<file path="config.mk">
export PLATFORM = sky130hd
export DESIGN_NAME = dispensador_rolhas_lote
export DESIGN_NICKNAME = d
export VERILOG_FILES = /design/src/rtl/dispensador_rolhas_lote.sv
export SDC_FILE = /design/constraint.sdc
export NUM_CORES = 1
export LEC_CHECK = 0
export CAP_MARGIN = 10
export CORE_AREA = 2 2 92 94
export DETAILED_ROUTE_END_ITERATION = 7
export DIE_AREA = 0 0 94 96
export GPL_ROUTABILITY_DRIVEN = 0
export GPL_TIMING_DRIVEN = 0
export SETUP_SLACK_MARGIN = 0.05
export SLEW_MARGIN = 10
export SYNTH_ARGS = -nofsm -noshare
export SYNTH_HDL_FRONTEND = slang
export SYNTH_SLANG_ARGS = --single-unit
export TNS_END_PERCENT = 30
</file>
<file path="constraint.sdc">
create_clock -name CLOCK -period 2.15 [get_ports CLOCK]
set_input_delay 0.43 -clock CLOCK [delete_from_list [all_inputs] [get_ports CLOCK]]
set_output_delay 0.43 -clock CLOCK [all_outputs]
set_load 0.03 [all_outputs]
</file>
<file path="src/rtl/dispensador_rolhas_lote.sv">
// Cork stock counter that serves REQ/ACK batch requests, releasing one cork per
// clock on ROLHA, with saturating refill, optional short batches and a running total.
module dispensador_rolhas_lote #(
    parameter int WIDTH        = 8,
    parameter int LOTE         = 15,
    parameter int LIMIAR_BAIXO = 20,
    parameter int PARCIAL      = 1,
    parameter int TOTAL_WIDTH  = 16
) (
    input  logic                   CLOCK,
    input  logic                   RESET,
    input  logic                   LOAD,
    input  logic                   ADD,
    input  logic [WIDTH-1:0]       DADOS,
    input  logic                   REQ,
    output logic                   ACK,
    output logic                   BUSY,
    output logic                   ROLHA,
    output logic [WIDTH-1:0]       ESTOQUE,
    output logic [WIDTH-1:0]       DISPENSADO,
    output logic [TOTAL_WIDTH-1:0] TOTAL,
    output logic                   VAZIO,
    output logic                   BAIXO,
    output logic                   ERRO
);

    localparam logic [WIDTH-1:0]       LOTE_W      = WIDTH'(LOTE);
    localparam logic [WIDTH-1:0]       ESTOQUE_MAX = '1;
    localparam logic [TOTAL_WIDTH-1:0] TOTAL_MAX   = '1;

    typedef enum logic [1:0] {
        IDLE,
        DISPENSA,
        FIM
    } state_t;

    state_t           state;
    state_t           state_next;
    logic [WIDTH-1:0] alvo;
    logic [WIDTH-1:0] cont;
    logic [WIDTH-1:0] alvo_pedido;
    logic [WIDTH:0]   soma;
    logic             req_aceito;
    logic             req_rejeitado;

    assign VAZIO = (ESTOQUE == '0);
    assign BAIXO = (int'(ESTOQUE) < LIMIAR_BAIXO);

    // NOTE: every signal gets a default before the case, so no path leaves one unassigned and no latch is inferred.
    always_comb begin
        state_next    = state;
        req_aceito    = 1'b0;
        req_rejeitado = 1'b0;
        soma          = {1'b0, ESTOQUE} + {1'b0, DADOS};
        alvo_pedido   = (ESTOQUE < LOTE_W) ? ESTOQUE : LOTE_W;
        case (state)
            IDLE: begin
                // LOAD and ADD take precedence and silently swallow a coincident REQ.
                if (!LOAD && !ADD && REQ) begin
                    if (VAZIO || ((ESTOQUE < LOTE_W) && (PARCIAL == 0))) begin
                        req_rejeitado = 1'b1;
                    end else begin
                        req_aceito = 1'b1;
                        state_next = DISPENSA;
                    end
                end
            end
            DISPENSA: begin
                if (cont == alvo - WIDTH'(1)) begin
                    state_next = FIM;
                end
            end
            FIM:     state_next = IDLE;
            default: state_next = IDLE;
        endcase
    end

    // NOTE: sequential state uses non-blocking assignments so every register samples pre-edge values.
    always_ff @(posedge CLOCK or negedge RESET) begin
        if (!RESET) begin
            state <= IDLE;
        end else begin
            state <= state_next;
        end
    end

    // Strobes are registered from the next state so they line up exactly with the state they decode.
    always_ff @(posedge CLOCK or negedge RESET) begin
        if (!RESET) begin
            ACK        <= 1'b0;
            BUSY       <= 1'b0;
            ROLHA      <= 1'b0;
            ERRO       <= 1'b0;
            ESTOQUE    <= '0;
            DISPENSADO <= '0;
            TOTAL      <= '0;
            alvo       <= '0;
            cont       <= '0;
        end else begin
            ROLHA <= (state_next == DISPENSA);
            ACK   <= (state_next == FIM);
            BUSY  <= (state_next != IDLE);
            ERRO  <= req_rejeitado;
            case (state)
                IDLE: begin
                    if (LOAD) begin
                        ESTOQUE <= DADOS;
                    end else if (ADD) begin
                        ESTOQUE <= soma[WIDTH] ? ESTOQUE_MAX : soma[WIDTH-1:0];
                    end
                    if (req_aceito) begin
                        alvo <= alvo_pedido;
                        cont <= '0;
                    end
                end
                DISPENSA: begin
                    // alvo never exceeds the stock at acceptance, so this cannot wrap.
                    ESTOQUE <= ESTOQUE - WIDTH'(1);
                    cont    <= cont + WIDTH'(1);
                    if (TOTAL != TOTAL_MAX) begin
                        TOTAL <= TOTAL + TOTAL_WIDTH'(1);
                    end
                end
                FIM: begin
                    DISPENSADO <= alvo;
                end
                default: ;
            endcase
        end
    end

endmodule

</file>
**Run 1: routing congestion**

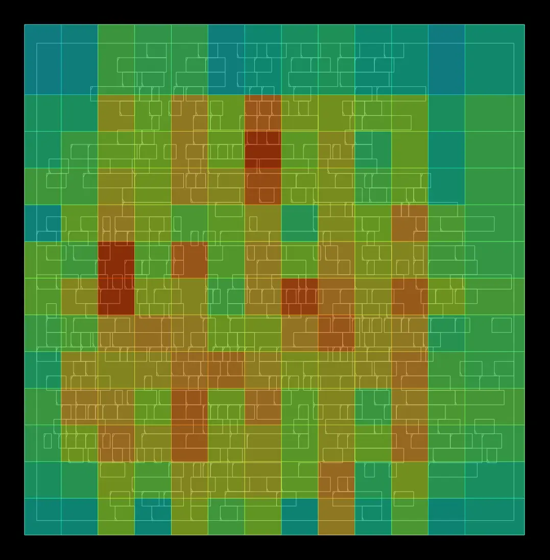
gr busiest metal: met2
final core utilization: 51.5%
met3 Usage GRT: 2.51%
grt met2 use: 29.7%
met1 global-route usage: 24.9%

**Run 1: local utilization**

The die is cut into 9 by 10 equal tiles; black is low, pale yellow is high, 0 to 100% covered.
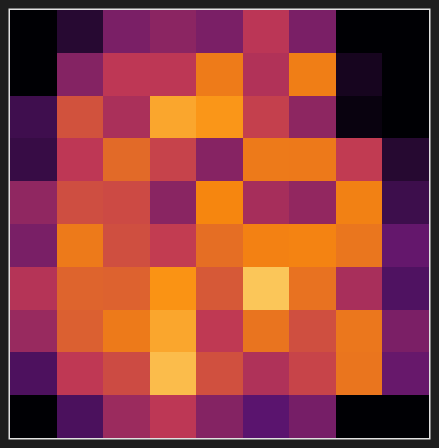
nearly empty tiles	10%
tiles over 75% full	6.7%
fullest tile	88%
mean over tiles	45%
emptiest ninth of the die	north-east

**Run 1: sequential cells grouped by signal name**

Bar = 20 µm.
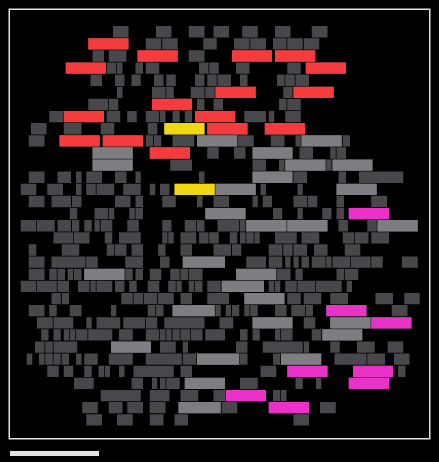
colour	netlist name	flops
red	`TOTAL`	16
yellow	`state`	2
magenta	`DISPENSADO`	8
not coloured	28
sequential power: 1.77 mW
Seq. cell area: 1360 µm²
sequential cell area share: 32.8%

**Run 1: routed metal, one colour a layer**

Bar = 20 µm. Two of the layers only.
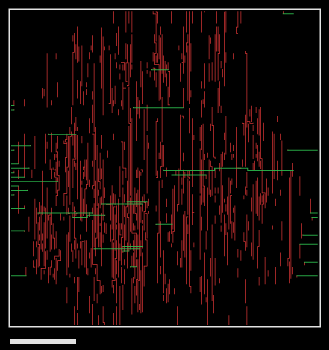
colour	layer	wire length
green	M3	242 µm
red	M2	3710 µm
Global Route Usage Sum: 17.9%
via count: 2690
routed wire length: 7690 µm
DR WL/cell: 15.4 µm

==> run 1: what timing repair did <==
item,CTS,global route
gates cloned,0,0
pin swaps,11,9
setup buffers,10,7
endpoints found under the setup margin,15,22
gates resized,35,12
==> run 1: flip-flops by register name, summed over array words and instances, names as in the netlist <==
register and cells:
ERRO 1, ACK 1, ESTOQUE 8, DISPENSADO 8, state 2, alvo 8, cont 8, BUSY 1
TOTAL 16, ROLHA 1
==> run 1: worst max-delay path, cell delays in order (launching register included) <==
cell      delay (ns)
dfrtp_1         0.42
or4_4           0.55
and4bb_1        0.26
a311oi_1        0.05
a21boi_1        0.15
or4_4           0.53
a21o_1          0.19
==> run 1: Yosys cell counts (3+ instances only) <==
master / n / area share [%]
a31oi_1: 3 / 0.60
or4_1: 3 / 0.72
xnor2_1: 16 / 4.5
clkbuf_1: 9 / 1.1
a211o_1: 3 / 0.84
nor3_1: 11 / 1.8
ha_1: 13 / 5.2
xor2_1: 10 / 2.8
nand2_1: 18 / 2.2
o21ai_0: 22 / 3.5
a21oi_1: 11 / 1.8
nand4_1: 14 / 2.8
and4_1: 3 / 0.84
a21o_1: 3 / 0.72
nor2b_1: 6 / 1.2
a221oi_1: 3 / 0.84
nand2b_1: 3 / 0.60
o21a_1: 3 / 0.72
or3_1: 7 / 1.4
mux2_2: 7 / 2.5
and3_1: 5 / 1.0
dfrtp_1: 54 / 43
inv_1: 14 / 1.7
nand3_1: 10 / 1.6
o21ai_1: 4 / 0.64
and2_1: 3 / 0.60
nor2_1: 18 / 2.2
==> run_results.csv, run 1 <==
group,metric,value,unit
run_status,status,"complete, but fails checks",
run_status,violations,"negative setup slack",
final_layout,drive_gt1_share,20.4,%
final_layout,buffer_area_share,16.8,%
job,warnings,30,
final_layout,final_cell_area,4140,µm²
final_layout,buffers,78,
sta,fmax,444,MHz
final_layout,nonClockInverterCount,14,
power_and_ir_drop,p_leak,1.77,nW
cts,cts_inserted_buffers,5,
synthesis,syn_nets,345,
setup_path,worstReg2RegStart,"alvo[1]$_DFFE_PN0P_",
synthesis,synth.distinct_cells,63,
setup_path,criticalPathCategory,"reg2reg",
power_and_ir_drop,powerComb,3.24,mW
power_and_ir_drop,pg_clk,0.572,mW
die,ios,51,
final_layout,syn_to_final_growth,32.1,%
global_route,grt_antenna_before_repair,0,
final_layout,fin_cells,498,
power_and_ir_drop,pwr-share-seq,31.7,%
sta,fin_ws,-0.103,ns
cts,cts.path.max_buffers,2,
final_layout,nets,419,
route,drtIter0Drc,79,
setup_path,rr_endpoint,"state[0]$_DFF_PN0_",
synthesis,ys_ff,54,
setup_path,crit_path_end,"state[0]$_DFF_PN0_",
final_layout,comb_area_share,43.9,%
global_route,grt_pass1_vias,2623,
setup_path,rrSetupSlack,-0.10,ns
synthesis,yosys_warnings,0,
power_and_ir_drop,powerDensity,1350,nW/µm²
cts,cts.sinks,54,
synthesis,mux_share,3.19,%
global_route,grt_pass1_wl,12600,µm
final_layout,n_clock_buffer,6,
sta,rsz0062_at_grt,"true",
setup_path,start_kind,"flip-flop",
die,fp-utilization,38.9,%
final_layout,lay_top_cells,"dfrtp_1, clkdlybuf4s50_1, o21ai_0",
synthesis,ys_sh_adder,5.83,%
sta,final_max_slew_viol_count,0,
synthesis,topCombFamilyByArea,"simple AND/OR/NAND/NOR gates",
die,die_x,94,µm
die,tap_cells,105,
synthesis,synthXorXnorAreaFrac,8.14,%
setup_path,crit_start,"alvo[1]$_DFFE_PN0P_",
power_and_ir_drop,p_int,3.10,mW
synthesis,ys_cells,318,
setup_path,crit_path_end_kind,"flip-flop",
route,met3_length,242,µm
setup_path,arrival,2.45,ns
cts,ctsHoldBuffers,0,
setup_path,required,2.35,ns
synthesis,synthArstFlopShare,100,%
final_layout,n_fill_cell,783,
cts,insertion_delay,0.31,ns
place,portBuffers,49,
final_layout,logic_gates,239,
place,postPlaceCellArea,3830,µm²
route,ant_nets,0,
synthesis,mappedNetlistArea,3140,µm²
route,top_layer_used,"met4",
sta,finalSetupViolCount,3,
worst_hold_path,hold_class,"in2async",
power_and_ir_drop,p_sw_share,44.5,%
synthesis,synthCells,318,
setup_path,rr_worst_depth,6,
synthesis,ys_seq_share,43.1,%
route,viasPerCell,5.40,
sta,tightest_slew,0.559,ns
cts,cts_tree,"built",
synthesis,avgSynthCellArea,9.86,µm²
power_and_ir_drop,power_leader,"combinational cells",
sta,finalSetupTns,-0.215,ns
synthesis,edf_count,0,
final_layout,lay_top_count,"dfrtp_1",
die,rows,33,
synthesis,yosys.area_share.simple,21.3,%
cts,cts_htree_levels,2,
place,place_ws,-0.699,ns
**Run 1: cells coloured by class**

Bar = 20 µm. Fill, decap, tap and diode cells in grey.
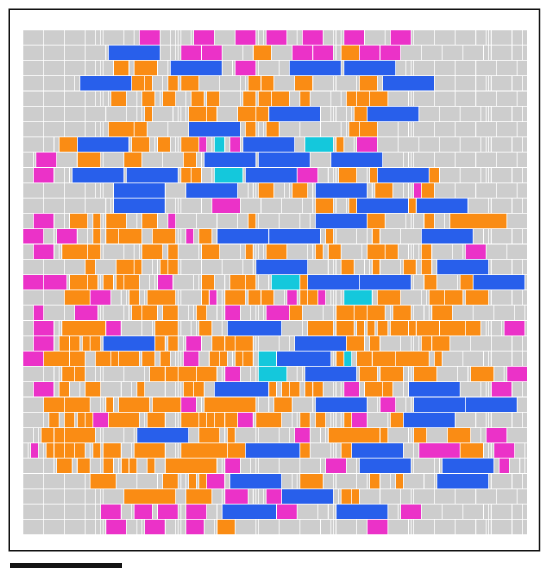

==> run 1 -> run 2 <==
--- a/config.mk
+++ b/config.mk
@@ -6,11 +6,12 @@
 export NUM_CORES = 1
 export LEC_CHECK = 0
 export CAP_MARGIN = 10
-export CORE_AREA = 2 2 92 94
+export CORE_AREA = 2 2 84 86
 export DETAILED_ROUTE_END_ITERATION = 7
-export DIE_AREA = 0 0 94 96
+export DIE_AREA = 0 0 86 88
 export GPL_ROUTABILITY_DRIVEN = 0
 export GPL_TIMING_DRIVEN = 0
+export PLACE_DENSITY = 0.75
 export SETUP_SLACK_MARGIN = 0.05
 export SLEW_MARGIN = 10
 export SYNTH_ARGS = -nofsm -noshare
==> constraint.sdc (replaced) <==
create_clock -name CLOCK -period 2.15 [get_ports CLOCK]
set_input_delay 0.43 -clock CLOCK [delete_from_list [all_inputs] [get_ports CLOCK]]
set_output_delay 0.43 -clock CLOCK [all_outputs]
set_load 0.005 [all_outputs]
**Run 2: cells coloured by class**

Bar = 20 µm. Fill, decap, tap and diode cells in grey.
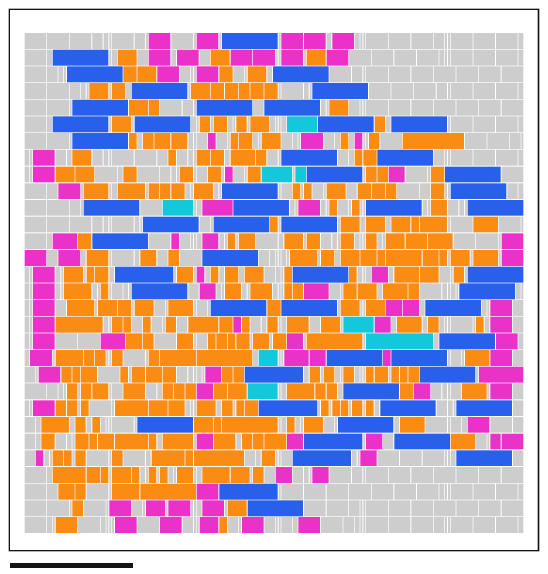
colour	class	cells	share of their area
blue	registers	54	33%
magenta	remaining buffers and delay cells	80	18%
cyan	clock drivers and dummy loads	8	2.8%
orange	remaining logic cells	253	46%

**Run 2: sequential cells grouped by signal name**

Bar = 20 µm.
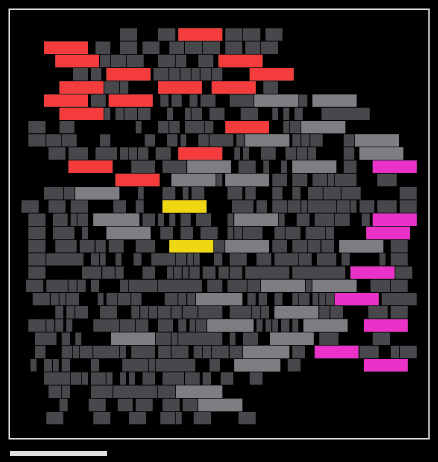
colour	netlist name	flops
yellow	`state`	2
magenta	`DISPENSADO`	8
red	`TOTAL`	16
not coloured	28
Seq. cell area: 1360 µm²
sequential power: 1.75 mW
final core utilization: 62.6%
sequential cell area share: 32.7%

==> run 2 against run 1 <==
  * The flow still finishes with violations (negative setup slack)
  * Cell area increased by 0.45%
  * Sequential cell count is the same
  * Critical path depth grew 2
  * Fmax decreased by 0.47%
  * Cell count decreased by 4.6%
  * Combinational power decreased by 9.0%
  * Critical endpoint is now ROLHA$_DFF_PN0_
==> run_results.csv, run 2 <==
group,metric,value,unit
run_status,status,"complete, but fails checks",
run_status,violations,"negative setup slack",
synthesis,ys_seq_share,43.1,%
synthesis,ys_sh_adder,5.83,%
sta,fin_ws,-0.114,ns
synthesis,synth_top_area_share,43.1,%
synthesis,edf_count,0,
setup_path,slowest_stage,"or4_4",
final_layout,regMostFlops,"TOTAL",
cts,cts_tree,"built",
route,viasPerCell,5.82,
final_layout,largest_reg_flops,16,
setup_path,criticalPathCategory,"reg2reg",
global_route,grt_pass1_wl,12600,µm
route,post_drt_wl_per_cell,16.1,µm
setup_path,start_kind,"flip-flop",
synthesis,top_cells_by_count,"dfrtp_1, o21ai_0, nand2_1, nor2_1, xnor2_1",
setup_path,crit_buf_inv,1,
power_and_ir_drop,pg_clk,0.694,mW
synthesis,yosys.area_share.simple,21.3,%
sta,tightest_slew,0.678,ns
synthesis,synth_top_cell_by_area,"dfrtp_1",
setup_path,path_cells,"inv_2 > ha_4 > or3b_4 > nor3_4 > xnor2_1 > o21ai_1 > or4_4 > a21o_1",
worst_hold_path,hold_class,"in2async",
route,drt_wl_total,7630,µm
synthesis,avgSynthCellArea,9.86,µm²
route,drtIter0Drc,119,
global_route,grt_pass1_vias,2641,
place,postPlaceCellArea,3770,µm²
final_layout,fin_cells,475,
synthesis,synthArstFlopShare,100,%
final_layout,lay_top_count,"dfrtp_1",
die,ios,51,
power_and_ir_drop,powerDensity,1300,nW/µm²
setup_path,slowest_delay,0.58,ns
cts,cts.path.max_buffers,2,
cts,cts.sinks,54,
power_and_ir_drop,p_leak,1.78,nW
sta,finalSetupViolCount,10,
-- run 2: cell counts after synthesis --
No cell type changed its count.
-- run 2: layout make-up --
class	count	area share, %
Multi-Input combinational cell	239	43.7
Tap cell	80	2.41
Buffer	11	1.50
Inverter	14	1.32
Clock buffer	5	1.65
Sequential cell	54	32.7
Clock inverter	3	1.05
Timing Repair Buffer	69	15.7
-- run 2: per-layer routing --
| metal | vias up | GRT usage [%] | wire length (µm) |
|---|---|---|---|
| li1 | 1314 | - | - |
| met1 | 1360 | 27.6 | 3350 |
| met2 | 75 | 34.7 | 3820 |
| met3 | 15 | 4.15 | 302 |
| met4 | 0 | 6.78 | 165 |
| met5 | - | 0 | 0 |
-- run 2: worst paths after layout --
| path | startpoint | end | slack [ns] |
|---|---|---|---|
| max | alvo[1]$_DFFE_PN0P_ | ROLHA$_DFF_PN0_ | -0.11 |
| max reg2reg | alvo[1]$_DFFE_PN0P_ | ROLHA$_DFF_PN0_ | -0.11 |
| min | RESET | ERRO$_DFF_PN0_ | 0.15 |
| min in group CLOCK | DISPENSADO[1]$_DFFE_PN0N_ | DISPENSADO[1]$_DFFE_PN0N_ | 0.51 |
| max in group asynchronous | RESET | ESTOQUE[5]$_DFFE_PN0P_ | 1.43 |
| min reg2reg | DISPENSADO[1]$_DFFE_PN0N_ | DISPENSADO[1]$_DFFE_PN0N_ | 0.51 |
-- run 2: timing repair --
item | CTS | global route
resized | 36 | 14
pin swaps | 17 | 11
endpoints found under the setup margin | 29 | 19
setup buffers | 12 | 7
endpoints found under the hold margin | 0 | 0
**Run 2: routed metal, one colour a layer**

Bar = 20 µm. Two of the layers only.
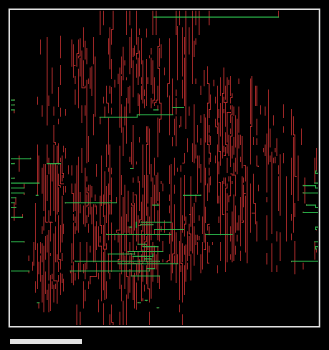

==> run 2 -> run 3 <==
--- a/config.mk
+++ b/config.mk
@@ -11,10 +11,10 @@
 export DIE_AREA = 0 0 86 88
 export GPL_ROUTABILITY_DRIVEN = 0
 export GPL_TIMING_DRIVEN = 0
-export PLACE_DENSITY = 0.75
+export PLACE_DENSITY = 0.72
 export SETUP_SLACK_MARGIN = 0.05
 export SLEW_MARGIN = 10
 export SYNTH_ARGS = -nofsm -noshare
 export SYNTH_HDL_FRONTEND = slang
 export SYNTH_SLANG_ARGS = --single-unit
-export TNS_END_PERCENT = 30
+export TNS_END_PERCENT = 50
**Run 3: routed metal, one colour a layer**

Bar = 20 µm. Two of the layers only.
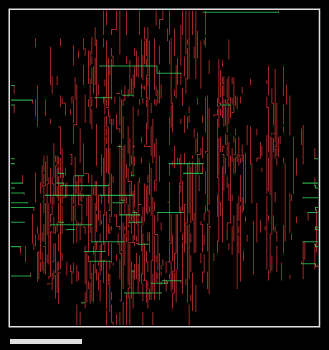
colour	layer	wire length
green	M3	255 µm
red	M2	3860 µm

==> run 3 against run 2 <==
  * The flow still finishes with violations (negative setup slack)
  * Sequential share of layout area about the same
  * Synthesized area stayed put
  * Critical path depth rose by 3
  * Die area unchanged
  * Synthesized cell count stayed put
  * Setup slack worse by 0.0050 ns
  * Global-route usage rose by 0.89 points
  * Routed wire length grew 1.4%
  * Total power fell by 0.86%
  * Clock power fell by 19%
  * Sequential cell count did not move
  * Cell count increased by 0.63%
  * Critical endpoint is now ESTOQUE[5]$_DFFE_PN0P_
  * Largest cell class unchanged
==> run_results.csv, run 3 <==
group,metric,value,unit
run_status,status,"complete, but fails checks",
run_status,violations,"negative setup slack",
global_route,use_met1,28.5,%
setup_path,slowest_delay,0.42,ns
route,post_drt_wl_per_cell,16.2,µm
final_layout,regMostFlops,"TOTAL",
power_and_ir_drop,pg_seq,1.74,mW
synthesis,top_cell,"dfrtp_1",
die,ios,51,
global_route,grt.total_usage,21.8,%
global_route,grt_pass1_vias,2640,
synthesis,top_cells_by_count,"dfrtp_1, o21ai_0, nand2_1, nor2_1, xnor2_1",
final_layout,largest_reg_flops,16,
setup_path,cpMostUsedCell,"buf_6",
synthesis,synth.distinct_cells,63,
job,warnings,30,
cts,cts.path.max_buffers,2,
synthesis,ys_cells,318,
setup_path,crit_path_end_kind,"flip-flop",
power_and_ir_drop,pwr-share-seq,32.5,%
cts,cts_htree_levels,2,
die,die_x,86,µm
setup_path,path_delay_family,"AND-OR/OR-AND gates",
worst_hold_path,hold_class,"in2async",
global_route,top_usage_layer,"met2",
final_layout,syn_to_final_growth,32.9,%
setup_path,crit_buf_inv,3,
synthesis,synthArstFlopShare,100,%
power_and_ir_drop,pg_clk,0.560,mW
synthesis,synth_top_cell_by_area,"dfrtp_1",
synthesis,edf_count,0,
route,drt_wl_total,7740,µm
cts,clk_pin_slew,0.09,ns
synthesis,synth_top_area_share,43.1,%
power_and_ir_drop,p_sw_share,40.6,%
route,dr_total_vias,2800,
sta,tightest_slew,0.526,ns
synthesis,ys_seq_share,43.1,%
synthesis,syn_nets,345,
final_layout,final_cell_area,4170,µm²
power_and_ir_drop,p_leak,1.79,nW
synthesis,area_leaders,"dfrtp_1, ha_1, xnor2_1",
route,drtIter0Drc,132,
route,top_layer_used,"met4",
sta,fmax,441,MHz
power_and_ir_drop,power_leader,"combinational cells",
final_layout,lay_top_cells,"dfrtp_1, clkdlybuf4s50_1, o21ai_0",
sta,finalSetupViolCount,11,
place,place_ws,-0.708,ns
setup_path,arrival,2.47,ns
final_layout,nets,424,
synthesis,mappedNetlistArea,3140,µm²
route,viasPerCell,5.86,
route,met1Wirelength,3460,µm
final_layout,lay_top_count,"dfrtp_1",
global_route,grt_antenna_before_repair,0,
setup_path,path_cells,"buf_6 > ha_4 > inv_2 > fa_2 > nor2b_4 > o2111ai_2 > nand3_2 > a31oi_4 > buf_6 > o211ai_1 > a32o_1",
power_and_ir_drop,p_int,3.18,mW
sta,fin_ws,-0.119,ns
sta,rsz0062_at_grt,"true",
die,fp-utilization,47.2,%
power_and_ir_drop,powerComb,3.05,mW
setup_path,criticalPathCategory,"reg2reg",
synthesis,avgSynthCellArea,9.86,µm²
route,ant_nets,0,
cts,cts_inserted_buffers,5,
final_layout,drive_gt1_share,21.6,%
**Run 3: routing congestion**

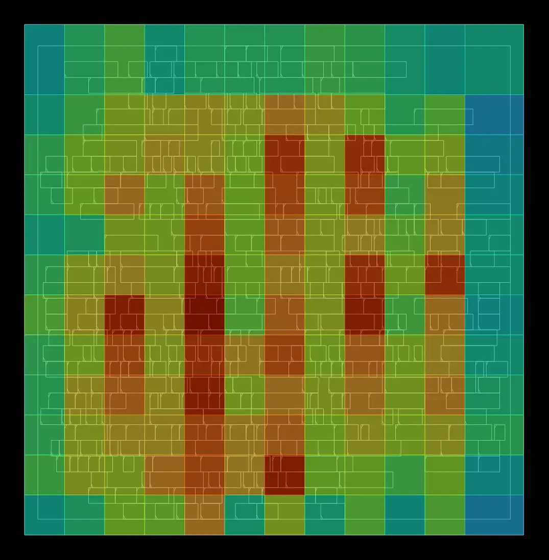
grt met2 use: 37.6%
met3 Usage GRT: 2.73%

[run 3: worst paths after layout]
path / slack, ns / cells after the start / startpoint / endpoint
worst max-delay path: -0.12 / 11 / ESTOQUE[0]$_DFFE_PN0P_ / ESTOQUE[5]$_DFFE_PN0P_
worst min-delay path: 0.06 / 1 / RESET / DISPENSADO[5]$_DFFE_PN0N_
worst max register to register: -0.12 / 11 / ESTOQUE[0]$_DFFE_PN0P_ / ESTOQUE[5]$_DFFE_PN0P_
worst min register to register: 0.50 / 2 / DISPENSADO[0]$_DFFE_PN0N_ / DISPENSADO[0]$_DFFE_PN0N_
max in group asynchronous: 1.53 / 2 / RESET / ESTOQUE[5]$_DFFE_PN0P_
min in group CLOCK: 0.50 / 2 / DISPENSADO[0]$_DFFE_PN0N_ / DISPENSADO[0]$_DFFE_PN0N_
[run 3: kinds of logic (layout without fill, tap and decap cells)]
| group | Yosys count | count (layout) | share of synthesized area [%] |
|---|---|---|---|
| AOI/OAI and AO/OA | 71 | 71 | 14.9 |
| xor gates and xnor gates | 27 | 27 | 8.14 |
| adders and majority gates | 14 | 14 | 5.83 |
| buffers and inverters | 25 | 105 | 3.55 |
| DFF | 54 | 54 | 43.1 |
| muxes | 9 | 9 | 3.19 |
| and+or+nand+nor | 118 | 118 | 21.3 |
[run 3: area by class of cell]
type                    count  area, µm²
multi-input cells         239       1830
repair buffers             72        677
clock inverters             2       13.8
inverters                  14       52.6
plain buffers              11       60.1
fillers                   554       2480
flip-flops and latches     54       1360
well taps                  80        100
clock buffers               6       72.6
[run 3: timing repair]
action | CTS | global route
gates resized | 44 | 8
setup buffers | 19 | 3
hold buffers | 0 | 0
endpoints found under the setup margin | 29 | 16
endpoints found under the hold margin | 0 | 0
pin swaps | 17 | 8
Power and IR drop assume default switching activity.
